### src/rtl/muldiv_unit.sv
// Iterative RV32M multiply/divide unit: radix-2 shift-add multiply and restoring
// divide on operand magnitudes, with sign correction applied after the iterations.
module muldiv_unit #(
    parameter int XLEN = 32,
    parameter int ITER = 32
) (
    input  logic            clk,
    input  logic            reset,
    input  logic            start,
    input  logic            kill,
    input  logic [2:0]      funct3,
    input  logic [XLEN-1:0] rs1_data,
    input  logic [XLEN-1:0] rs2_data,
    input  logic [4:0]      rd_in,
    output logic            busy,
    output logic            done,
    output logic [XLEN-1:0] result,
    output logic [4:0]      rd_out
);

    localparam logic [XLEN-1:0] ALL_ONES = '1;
    localparam logic [XLEN-1:0] MIN_NEG  = {1'b1, {(XLEN-1){1'b0}}};
    localparam logic [XLEN-1:0] ONE      = XLEN'(1);

    typedef enum logic [1:0] {IDLE, CALC, FIX, DONE} state_t;

    state_t          state_reg, state_next;
    logic [5:0]      count_reg;
    logic [2:0]      op_reg;
    logic [4:0]      rd_reg;
    logic [XLEN-1:0] a_mag_reg, b_mag_reg;
    logic            a_neg_reg, b_neg_reg;
    logic [XLEN-1:0] hi_reg, lo_reg;
    logic [XLEN-1:0] fix_reg;
    logic [XLEN-1:0] result_reg;
    logic [4:0]      rd_out_reg;
    logic            done_reg;

    logic            accept;
    logic            a_signed, b_signed, a_neg_in, b_neg_in;
    logic [XLEN-1:0] a_mag_in, b_mag_in;

    always_comb begin
        a_signed = (funct3 == 3'b001) || (funct3 == 3'b010) ||
                   (funct3 == 3'b100) || (funct3 == 3'b110);
        b_signed = (funct3 == 3'b001) || (funct3 == 3'b100) || (funct3 == 3'b110);
        a_neg_in = a_signed & rs1_data[XLEN-1];
        b_neg_in = b_signed & rs2_data[XLEN-1];
        a_mag_in = a_neg_in ? -rs1_data : rs1_data;
        b_mag_in = b_neg_in ? -rs2_data : rs2_data;
        accept   = (state_reg == IDLE) && start && !kill;
    end

    // One iteration: hi:lo is the running product (multiplier in lo) or the
    // partial remainder:dividend pair whose low half collects quotient bits.
    logic [XLEN:0]   mul_sum;
    logic [XLEN:0]   div_shift;
    logic [XLEN-1:0] div_diff;
    logic            div_ok;

    always_comb begin
        mul_sum   = {1'b0, hi_reg} + (lo_reg[0] ? {1'b0, a_mag_reg} : '0);
        div_shift = {hi_reg, lo_reg[XLEN-1]};
        div_ok    = (div_shift >= {1'b0, b_mag_reg});
        div_diff  = div_shift[XLEN-1:0] - b_mag_reg;
    end

    logic [2*XLEN-1:0] prod_fix;
    logic [XLEN-1:0]   quo_fix, rem_fix, a_orig, fix_next;
    logic              res_neg, b_zero, ovf;

    always_comb begin
        res_neg  = a_neg_reg ^ b_neg_reg;
        prod_fix = res_neg ? -{hi_reg, lo_reg} : {hi_reg, lo_reg};
        quo_fix  = res_neg ? -lo_reg : lo_reg;
        rem_fix  = a_neg_reg ? -hi_reg : hi_reg;
        a_orig   = a_neg_reg ? -a_mag_reg : a_mag_reg;
        b_zero   = (b_mag_reg == '0);
        // Only the signed ops can set both sign flags, so this excludes DIVU/REMU.
        ovf      = a_neg_reg && b_neg_reg && (a_mag_reg == MIN_NEG) && (b_mag_reg == ONE);
        case (op_reg)
            3'b000:                 fix_next = prod_fix[XLEN-1:0];
            3'b001, 3'b010, 3'b011: fix_next = prod_fix[2*XLEN-1:XLEN];
            3'b100:                 fix_next = b_zero ? ALL_ONES : (ovf ? MIN_NEG : quo_fix);
            3'b101:                 fix_next = b_zero ? ALL_ONES : lo_reg;
            3'b110:                 fix_next = b_zero ? a_orig : (ovf ? '0 : rem_fix);
            default:                fix_next = b_zero ? a_mag_reg : hi_reg;
        endcase
    end

    always_comb begin
        state_next = state_reg;
        case (state_reg)
            IDLE: if (accept) state_next = CALC;
            CALC: begin
                if (kill)
                    state_next = IDLE;
                else if (count_reg == 6'(ITER - 1))
                    state_next = FIX;
            end
            FIX:  state_next = kill ? IDLE : DONE;
            DONE: state_next = IDLE;
            default: state_next = IDLE;
        endcase
    end

    always_ff @(posedge clk) begin
        if (reset)
            state_reg <= IDLE;
        else
            state_reg <= state_next;
    end

    always_ff @(posedge clk) begin
        if (reset) begin
            count_reg  <= '0;
            op_reg     <= '0;
            rd_reg     <= '0;
            a_mag_reg  <= '0;
            b_mag_reg  <= '0;
            a_neg_reg  <= 1'b0;
            b_neg_reg  <= 1'b0;
            hi_reg     <= '0;
            lo_reg     <= '0;
            fix_reg    <= '0;
            result_reg <= '0;
            rd_out_reg <= '0;
            done_reg   <= 1'b0;
        end else begin
            done_reg <= 1'b0;
            case (state_reg)
                IDLE: begin
                    if (accept) begin
                        op_reg    <= funct3;
                        rd_reg    <= rd_in;
                        a_mag_reg <= a_mag_in;
                        b_mag_reg <= b_mag_in;
                        a_neg_reg <= a_neg_in;
                        b_neg_reg <= b_neg_in;
                        count_reg <= '0;
                        hi_reg    <= '0;
                        lo_reg    <= funct3[2] ? a_mag_in : b_mag_in;
                    end
                end
                CALC: begin
                    count_reg <= count_reg + 6'd1;
                    if (op_reg[2]) begin
                        hi_reg <= div_ok ? div_diff : div_shift[XLEN-1:0];
                        lo_reg <= {lo_reg[XLEN-2:0], div_ok};
                    end else begin
                        hi_reg <= mul_sum[XLEN:1];
                        lo_reg <= {mul_sum[0], lo_reg[XLEN-1:1]};
                    end
                end
                FIX: fix_reg <= fix_next;
                DONE: begin
                    result_reg <= fix_reg;
                    rd_out_reg <= rd_reg;
                    done_reg   <= 1'b1;
                end
                default: ;
            endcase
        end
    end

    // The done pulse is registered out of DONE, so busy stays high through it.
    assign busy   = (state_reg != IDLE) || done_reg;
    assign done   = done_reg;
    assign result = result_reg;
    assign rd_out = rd_out_reg;

endmodule

### config.mk
export PLATFORM = sky130hd
export DESIGN_NAME = muldiv_unit
export DESIGN_NICKNAME = d
export VERILOG_FILES = /design/src/rtl/muldiv_unit.sv
export SDC_FILE = /design/constraint.sdc
export NUM_CORES = 1
export LEC_CHECK = 0
export CAP_MARGIN = 20
export CORE_MARGIN = 4
export CORE_UTILIZATION = 55
export CTS_CLUSTER_SIZE = 20
export DETAILED_ROUTE_END_ITERATION = 16
export PLACE_DENSITY = 0.75
export SLEW_MARGIN = 20
export SYNTH_ARGS = -nofsm -noshare
export SYNTH_HDL_FRONTEND = slang
export SYNTH_SLANG_ARGS = --single-unit
### constraint.sdc
create_clock -name clk -period 3.55 [get_ports clk]
set_clock_uncertainty 0.05 [all_clocks]
set_input_delay 1.065 -clock clk [delete_from_list [all_inputs] [get_ports clk]]
set_output_delay 1.065 -clock clk [all_outputs]
set_load 0.005 [all_outputs]
### Signal wires by layer

Scale bar: 50 um. Only two layers are drawn.
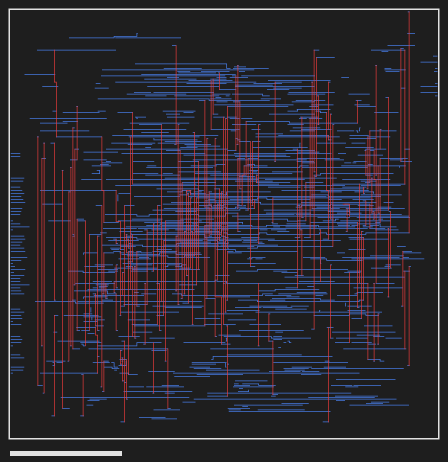
layer	color	wire length
met4	red	5640 um
met3	blue	9510 um
total track usage: 40.8%
final wirelength: 77500 um
post-detailed-route wirelength per cell: 24.0 um
total via count after detailed routing: 21400

### Logic cells by family

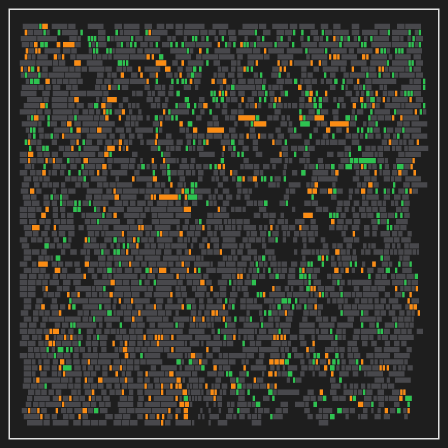
family	color	cells	where
NOR gates	orange	348	widely spread
NAND gates	green	418	widely spread

==> results_dict.tcl <==
# collected from the flow reports
set metrics [dict create \
    detailed_place_hpwl_um 59300 \
    yosys_cells 2526 \
    placementRows 66 \
    critical_path.max_fanout 5 \
    drt_iter0_markers 2625 \
    fin_util_pct 69.6 \
    cts_tree "done" \
    grt_first_pass_wirelength_um 117000 \
    path_cells "or4_4 -> nor4_2 -> nand4_2 -> or2_1 -> or3_1 -> and2_1 -> buf_4 -> a221oi_1 -> buf_4 -> a211oi_1" \
    gp_congestion 1.09 \
    finalCritPeriodShare_pct 99.6 \
    grt_max_degree 106 \
    yosys.stat.chipArea_um2 18400 \
    clkSlewWorstSetupHoldPaths_ns 0.06 \
    synth.ff_latch_count 216 \
    postCtsHoldBufs 0 \
    synthMostInstantiatedCell "sky130_fd_sc_hd__nand2_1" \
    top_cells_by_area "sky130_fd_sc_hd__dfxtp_1, sky130_fd_sc_hd__nand2_1, sky130_fd_sc_hd__a21oi_1" \
    setup_violations 0 \
    outcome "complete, no violations" \
    critical_path.top_delay_family "simple AND/OR/NAND/NOR gates" \
    design.die.area_um2 36500 \
    critical_path.n_buffers_inverters 2 \
    grt-ovfl-total 0 \
    antenna_found_initial 1 \
    end_kind "register" \
    finalMaxSlewViolations 0 \
    ys_sh_simple_pct 23.6 \
    worst_pin_slew_ns 1.06 \
    primary_flip_flop_cell_chosen_by_synthesis_mapping "sky130_fd_sc_hd__dfxtp_1" \
    vias_per_cell 6.60 \
    post_synth_most_frequent_cells "sky130_fd_sc_hd__nand2_1, sky130_fd_sc_hd__nor2_1, sky130_fd_sc_hd__dfxtp_1, sky130_fd_sc_hd__a21oi_1, sky130_fd_sc_hd__clkbuf_1" \
    combPwrFrac_pct 28.9 \
    arrival_ns 3.93 \
    fillerInstances 2795 \
    muxShareOfSynthArea_pct 3.79 \
    syn_nets 2675 \
    timing_hold_violations_final 0 \
    synth-adder-area-share_pct 5.04 \
]
placed cells by master (no fill, tap or decap), drive strengths merged, types with 10 or more instances in the layout:
cell type | synthesis | final
o31ai | 33 | 33
nor3 | 53 | 53
buf | 38 | 325
inv | 69 | 73
nor2b | 20 | 20
a211oi | 128 | 128
a2111oi | 11 | 11
nor4 | 32 | 32
o21a | 11 | 11
xnor2 | 118 | 118
nor2 | 234 | 234
a31oi | 25 | 25
nand3 | 62 | 62
o21ai | 153 | 153
nand2 | 318 | 318
xor2 | 76 | 76
or3 | 36 | 36
and2 | 51 | 51
o41ai | 18 | 18
a21oi | 211 | 211
a221o | 11 | 11
a22oi | 10 | 10
mux2i | 64 | 64
ha | 71 | 71
dfxtp | 216 | 216
clkdlybuf4s50 | 0 | 113
a311oi | 23 | 23
a21o | 27 | 27
nand2b | 12 | 12
o211ai | 41 | 41
or4 | 18 | 18
clkbuf | 177 | 31
nand4 | 19 | 19
a221oi | 15 | 15
layer usage:
| metal | vias to the layer above | routed length, um | track usage [%] |
|---|---|---|---|
| li1 | 9694 | - | - |
| met1 | 9933 | 30100 | 53.1 |
| met2 | 1379 | 32300 | 60.9 |
| met3 | 353 | 9510 | 11.1 |
| met4 | 0 | 5640 | 23.2 |
| met5 | - | 0 | 0 |
power groups by stage:
stage,Sequential (mW),Combinational [mW],Clock (mW)
floorplan,2.64,1.21,0
global placement,2.69,2.09,0
detailed placement,2.69,2.12,0
CTS,2.64,2.13,2.83
global route,2.65,2.34,2.93
finish,2.65,2.22,2.82
repair_timing:
item | in CTS | in global routing
pin swaps | 0 | 5
gates resized | 5 | 19
endpoints found under the setup margin | 3 | 20
buffers inserted | 0 | 2
metrics by stage:
stage | setup slack, ns | area, um^2 | instances
floorplan | 0.0421 | 18400 | 2526
global placement | -0.356 | 21800 | 3189
detailed placement | -0.477 | 21800 | 3189
CTS | 0.00801 | 22700 | 3234
global route | -0.00977 | 22800 | 3236
finish | 0.0147 | 22800 | 3237
final timing paths:
kind / startpoint / to / slack [ns] / cells past startpoint
min: fix_reg[18]$_SDFFE_PP0N_ / result[18]$_SDFFE_PP0P_ / 0.40 / 2
max reg2reg: a_mag_reg[20]$_SDFFE_PP0P_ / fix_reg[19]$_SDFFE_PP0N_ / 0.01 / 10
max: a_mag_reg[20]$_SDFFE_PP0P_ / fix_reg[19]$_SDFFE_PP0N_ / 0.01 / 10
min reg2reg: fix_reg[18]$_SDFFE_PP0N_ / result[18]$_SDFFE_PP0P_ / 0.40 / 2
layout make-up:
cell class              instances  area, um^2  share of cell area [%]
repair buffers                438        3710                    16.3
multi-input cells            2026       13100                    57.3
clock buffers                  31         698                    3.06
flip-flops and latches        216        4330                    19.0
well taps                     442         553                    2.42
clock inverters                14         188                   0.823
inverters                      69         259                    1.14
diodes                          1        2.50                  0.0110
logic make-up after synthesis:
family | after synthesis
DFF | 216
adders and majority gates | 73
xor gates and xnor gates | 194
buffers and inverters | 284
muxes | 67
AOI/OAI and AO/OA | 793
and+or+nand+nor | 899
Power figures rest on the tool's default switching activity, not on a simulated workload.
